[src/rtl/asm_controller.sv]
// Counter-ASM control unit: drives datapath t0/t1 and consumes its status flag.
// Define ASM_CTRL_WATCHDOG_EN to build the COUNT watchdog and ERROR state.
module asm_controller #(
    parameter int unsigned MAX_CYCLES = 16
) (
    input  logic       clk,
    input  logic       reset,
    input  logic       start,
    input  logic       status,
    output logic       t0,
    output logic       t1,
    output logic       busy,
    output logic       done,
    output logic       err,
    output logic [2:0] state
);

    localparam logic [2:0] S_IDLE  = 3'd0;
    localparam logic [2:0] S_INIT  = 3'd1;
    localparam logic [2:0] S_COUNT = 3'd2;
    localparam logic [2:0] S_DONE  = 3'd3;
    localparam logic [2:0] S_ERROR = 3'd4;

    if (MAX_CYCLES < 1 || MAX_CYCLES > 255) begin : g_bad_max
        $error("asm_controller: MAX_CYCLES must be in 1..255");
    end

    logic [2:0] state_q;
    logic [2:0] state_d;

`ifdef ASM_CTRL_WATCHDOG_EN
    localparam logic [7:0] WD_LIMIT = 8'(MAX_CYCLES - 1);

    logic [7:0] wd_q;
    logic [7:0] wd_d;
    logic       wd_trip;

    assign wd_trip = (wd_q == WD_LIMIT);

    always_comb begin
        wd_d = wd_q;
        if (state_q == S_INIT) begin
            wd_d = 8'd0;
        end else if (state_q == S_COUNT && !status) begin
            wd_d = wd_q + 8'd1;
        end
    end

    always_ff @(posedge clk) begin
        if (reset) begin
            wd_q <= 8'd0;
        end else begin
            wd_q <= wd_d;
        end
    end
`endif

    always_comb begin
        state_d = S_IDLE;
        case (state_q)
            S_IDLE: begin
                state_d = start ? S_INIT : S_IDLE;
            end
            S_INIT: begin
                state_d = S_COUNT;
            end
            S_COUNT: begin
                // status wins over a watchdog trip in the same cycle
                if (status) begin
                    state_d = S_DONE;
`ifdef ASM_CTRL_WATCHDOG_EN
                end else if (wd_trip) begin
                    state_d = S_ERROR;
`endif
                end else begin
                    state_d = S_COUNT;
                end
            end
            S_DONE: begin
                state_d = start ? S_DONE : S_IDLE;
            end
`ifdef ASM_CTRL_WATCHDOG_EN
            S_ERROR: begin
                state_d = start ? S_ERROR : S_IDLE;
            end
`endif
            default: begin
                state_d = S_IDLE;
            end
        endcase
    end

    always_ff @(posedge clk) begin
        if (reset) begin
            state_q <= S_IDLE;
        end else begin
            state_q <= state_d;
        end
    end

    always_comb begin
        t0   = 1'b0;
        t1   = 1'b0;
        busy = 1'b0;
        done = 1'b0;
        err  = 1'b0;
        case (state_q)
            S_INIT: begin
                t0   = 1'b1;
                busy = 1'b1;
            end
            S_COUNT: begin
                t1   = 1'b1;
                busy = 1'b1;
            end
            S_DONE: begin
                done = 1'b1;
            end
`ifdef ASM_CTRL_WATCHDOG_EN
            S_ERROR: begin
                err = 1'b1;
            end
`endif
            default: begin
                t0 = 1'b0;
            end
        endcase
    end

    assign state = state_q;

endmodule

[config.mk]
export PLATFORM = sky130hd
export DESIGN_NAME = asm_controller
export DESIGN_NICKNAME = d
export VERILOG_FILES = /design/src/rtl/asm_controller.sv
export SDC_FILE = /design/constraint.sdc
export NUM_CORES = 1
export LEC_CHECK = 0
export ABC_AREA = 1
export CAP_MARGIN = 10
export CORE_AREA = 2 2 39 41
export DETAILED_ROUTE_END_ITERATION = 7
export DIE_AREA = 0 0 41 43
export HOLD_SLACK_MARGIN = 0.12
export SKIP_CTS_REPAIR_TIMING = 1
export SLEW_MARGIN = 30
export SYNTH_ARGS = -nofsm -noshare
export SYNTH_HDL_FRONTEND = slang
export SYNTH_SLANG_ARGS = --single-unit
export TNS_END_PERCENT = 30
[constraint.sdc]
create_clock -name clk -period 0.95 [get_ports clk]
set_input_delay 0.1425 -clock clk [delete_from_list [all_inputs] [get_ports clk]]
set_output_delay 0.1425 -clock clk [all_outputs]
set_load 0.1 [all_outputs]
==> flow_summary_export.csv <==
group,metric,value,unit
route,route.detailed.drc,0,
route,dr_wl_met3,53,µm
timing,setup_violations,7,
final_layout,fillers,143,
setup_path,r2r_start,"state[1]",
setup_path,end_kind,"primary output",
final_layout,lay_top_cells,"6 x buf_12, 4 x ha_4, 4 x buf_4",
route,dr_wl_met2,226,µm
pwr,p_leak,0.000205,µW
synthesis,yosys_warnings,0,
global_routing,grt-ovfl-total,0,
setup_path,path_cells,"inv_4 -> ha_4 -> buf_12",
run_status,status,"finished, violations left",
global_routing,grt_usage,6.31,%
setup_path,cp_top_family,"flip-flops",
pwr,power,828,µW
synthesis,synth-seq-cells,2,
clock_network,cts.sinks,2,
setup_path,rr_worst_depth,6,
final_layout,drive_above_1_share,67.6,%
pwr,p_per_area,1790,nW/µm²
final_layout,lay_top_count,"buf_12",
route,drt_first_pass_iters,2,
final_layout,combGateArea,159,µm²
place,port_buffers,9,
global_routing,grt_pass1_vias,180,
floorplanning,rows,14,
clock_network,root_buffer,"clkbuf_4",
synthesis,ys_area,165,µm²
clock_network,clockBufferDepth,2,
final_layout,largest_reg_flops,2,
global_routing,antenna_found_initial,0,
setup_path,critPathLaunchType,"register",
setup_path,worstReg2RegEnd,"state[0]",
timing,drv_slew,0,
synthesis,top_cells_by_area,"ha_1 38%, dfxtp_1 24%, buf_4 9.1%, inv_1 9.1%, nand2_1 9.1%",
floorplanning,die_y,43,µm
setup_path,crit_slowest_cell,"dfxtp_4",
setup_path,cp_num_buf_inv,2,
synthesis,largest_area_cell,"ha_1",
clock_network,clk_latency,0.23,ns
worst_hold_path,hold_path_class,"in -> reg",
final_layout,diodes,0,
setup_path,cp_data_arrival_time,1.07,ns
place,hpwl,315,µm
clock_network,cts.reportedPaths.clkPinSlew,0.03,ns
timing,tns,-1.10,ns
global_routing,grt_pass1_wl,648,µm
final_layout,register_area,47.5,µm²
route,wl_met1,121,µm
route,vias_per_cell,3.38,
timing,setup_slack,-0.262,ns
floorplanning,die-area,1760,µm²
synthesis,ys_seq_share,24.2,%
floorplanning,fp-utilization,11.9,%
floorplanning,die_w,41,µm
route,drtIter0Drc,2,
timing,min_period_over_period,128,%
route,final_antenna_net_count,0,
route,wire_per_inst,7.57,µm
timing,rsz0062_at_grt,"yes",
route,top_layer_used,"met3",
floorplanning,io_pins,12,
run,warnings,32,
synthesis,syn-instance-count,21,
pwr,ir_worst_vdd,0.607,mV
setup_path,cp.required,0.81,ns
worst_hold_path,hold_start,"reset",
floorplanning,core,1380,µm²
global_routing,grt_start_max_net_pins,5,
synthesis,yosysUniqueCellTypes,9,
place,gp_congestion,0.613,
setup_path,r2r_slack,-0.03,ns
clock_network,numCtsBuffers,3,
clock_network,cts_tree,"done",
timing,hold_viol_final,0,
run,cap_viol_max_count,0,
final_layout,syn_to_final_growth,180,%
timing,layout_min_cycle_time,1.21,ns
synthesis,ys_cells,21,
run_status,violations,"negative setup slack",
synthesis,syn_area,165,µm²
setup_path,critPathKind,"reg -> out",
worst_hold_path,whs_endpoint,"state[1]",
setup_path,slowest_delay,0.36,ns
timing,clock.fmax,825,MHz
synthesis,top_area_share,37.9,%
clock_network,h-tree-depth,1,
timing,finClkSkew,0.00406,ns
worst_hold_path,hold_depth,2,
final_layout,fin_nets,48,
synthesis,synth_area_per_cell,7.86,µm²
setup_path,crit_fanout,4,
report_power, final:
part / leakage [µW] / switching, µW / total [µW] / internal [µW]
Combinational: 0.000173 / 329 / 527 / 198
Clock: 0.0000138 / 50.0 / 190 / 140
Sequential: 0.0000178 / 16.1 / 112 / 95.6
Total: 0.000205 / 395 / 828 / 433
through the flow:
stage / area, µm² / setup WS, ns / hold slack [ns] / std cells / utilization (%)
after global routing: 463 / -0.305 / 0.513 / 53 / 33.5
after CTS: 442 / -0.293 / 0.499 / 52 / 31.9
after floorplan: 234 / -0.304 / 0.202 / 22 / -
final: 463 / -0.262 / 0.502 / 53 / 33.5
after detailed placement: 419 / -0.0452 / 0.693 / 49 / 30.3
after global placement: 419 / -0.0420 / 0.690 / 49 / 30.3
routing by layer:
layer / up-vias / GRT usage, %
met2: 10 / 8.44
met1: 78 / 4.79
met4: 0 / 4.00
li1: 91 / -
met3: 0 / 7.85
met5: - / 0
how the worst max path moves through the flow:
stage	from	endpoint	slack [ns]	cells past startpoint
finish	state[1]	busy	-0.26	3
global route	state[0]	busy	-0.30	3
CTS	state[1]	busy	-0.29	3
detailed placement	state[1]	busy	-0.05	3
global placement	state[1]	busy	-0.04	3
floorplan	state[1]	state[0]	-0.30	5
area by class of cell:
class / instances / share of cell area (%)
Sequential cell: 2 / 10.3
Clock buffer: 3 / 4.86
Multi-Input combinational cell: 14 / 34.3
Timing Repair Buffer: 14 / 41.4
Inverter: 4 / 4.86
Tap cell: 16 / 4.32
synth_stat cells, drive strengths merged:
cell,instances
inv,4
dfxtp,2
nor2,1
ha,5
nand2,4
conb,1
a21oi,1
buf,2
nand3,1
worst reg2reg max path, cell delays in order, from the launching register on:
cell and delay, ns:
dfxtp_4 0.35, buf_4 0.14, ha_4 0.17, nand2_2 0.07, nand3_2 0.05, nand2_1 0.05
inv_1 0.04
logic make-up after synthesis:
| family | after synthesis | synth area share [%] |
|---|---|---|
| buffers and inverters | 6 | 18.2 |
| and+or+nand+nor | 6 | 14.4 |
| adders and majority gates | 5 | 37.9 |
| DFF | 2 | 24.2 |
| AOI/OAI and AO/OA | 1 | 3.03 |
| other | 1 | 2.27 |
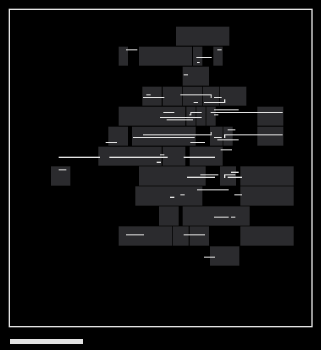
m1.png
Scale bar: 10 µm.
The layer holds 30% of the routed length. The wires run mostly horizontal. The layer carries 122 µm of wire. 31 nets have wire on it.
Post-Route WL: 401 µm
GRT met1 Usage: 4.79%
via count: 179

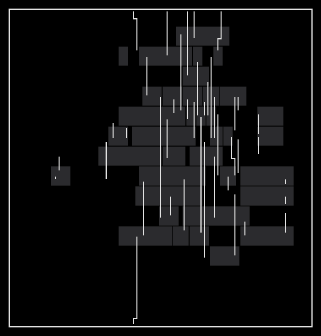
m2.png
The layer holds 56% of the routed length. The wires run mostly vertical. The longest straight run is 16.3 µm. 39 nets have wire on it.

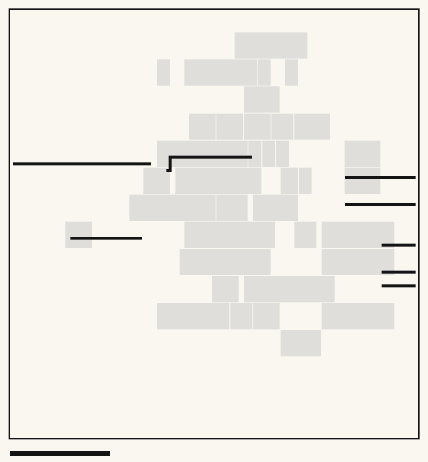
m3.png
Scale bar: 10 µm.
The wires run mostly horizontal. The layer holds 13% of the routed length. 7 nets have wire on it. The layer carries 53.0 µm of wire.

Power is estimated from default activity; no workload was simulated.
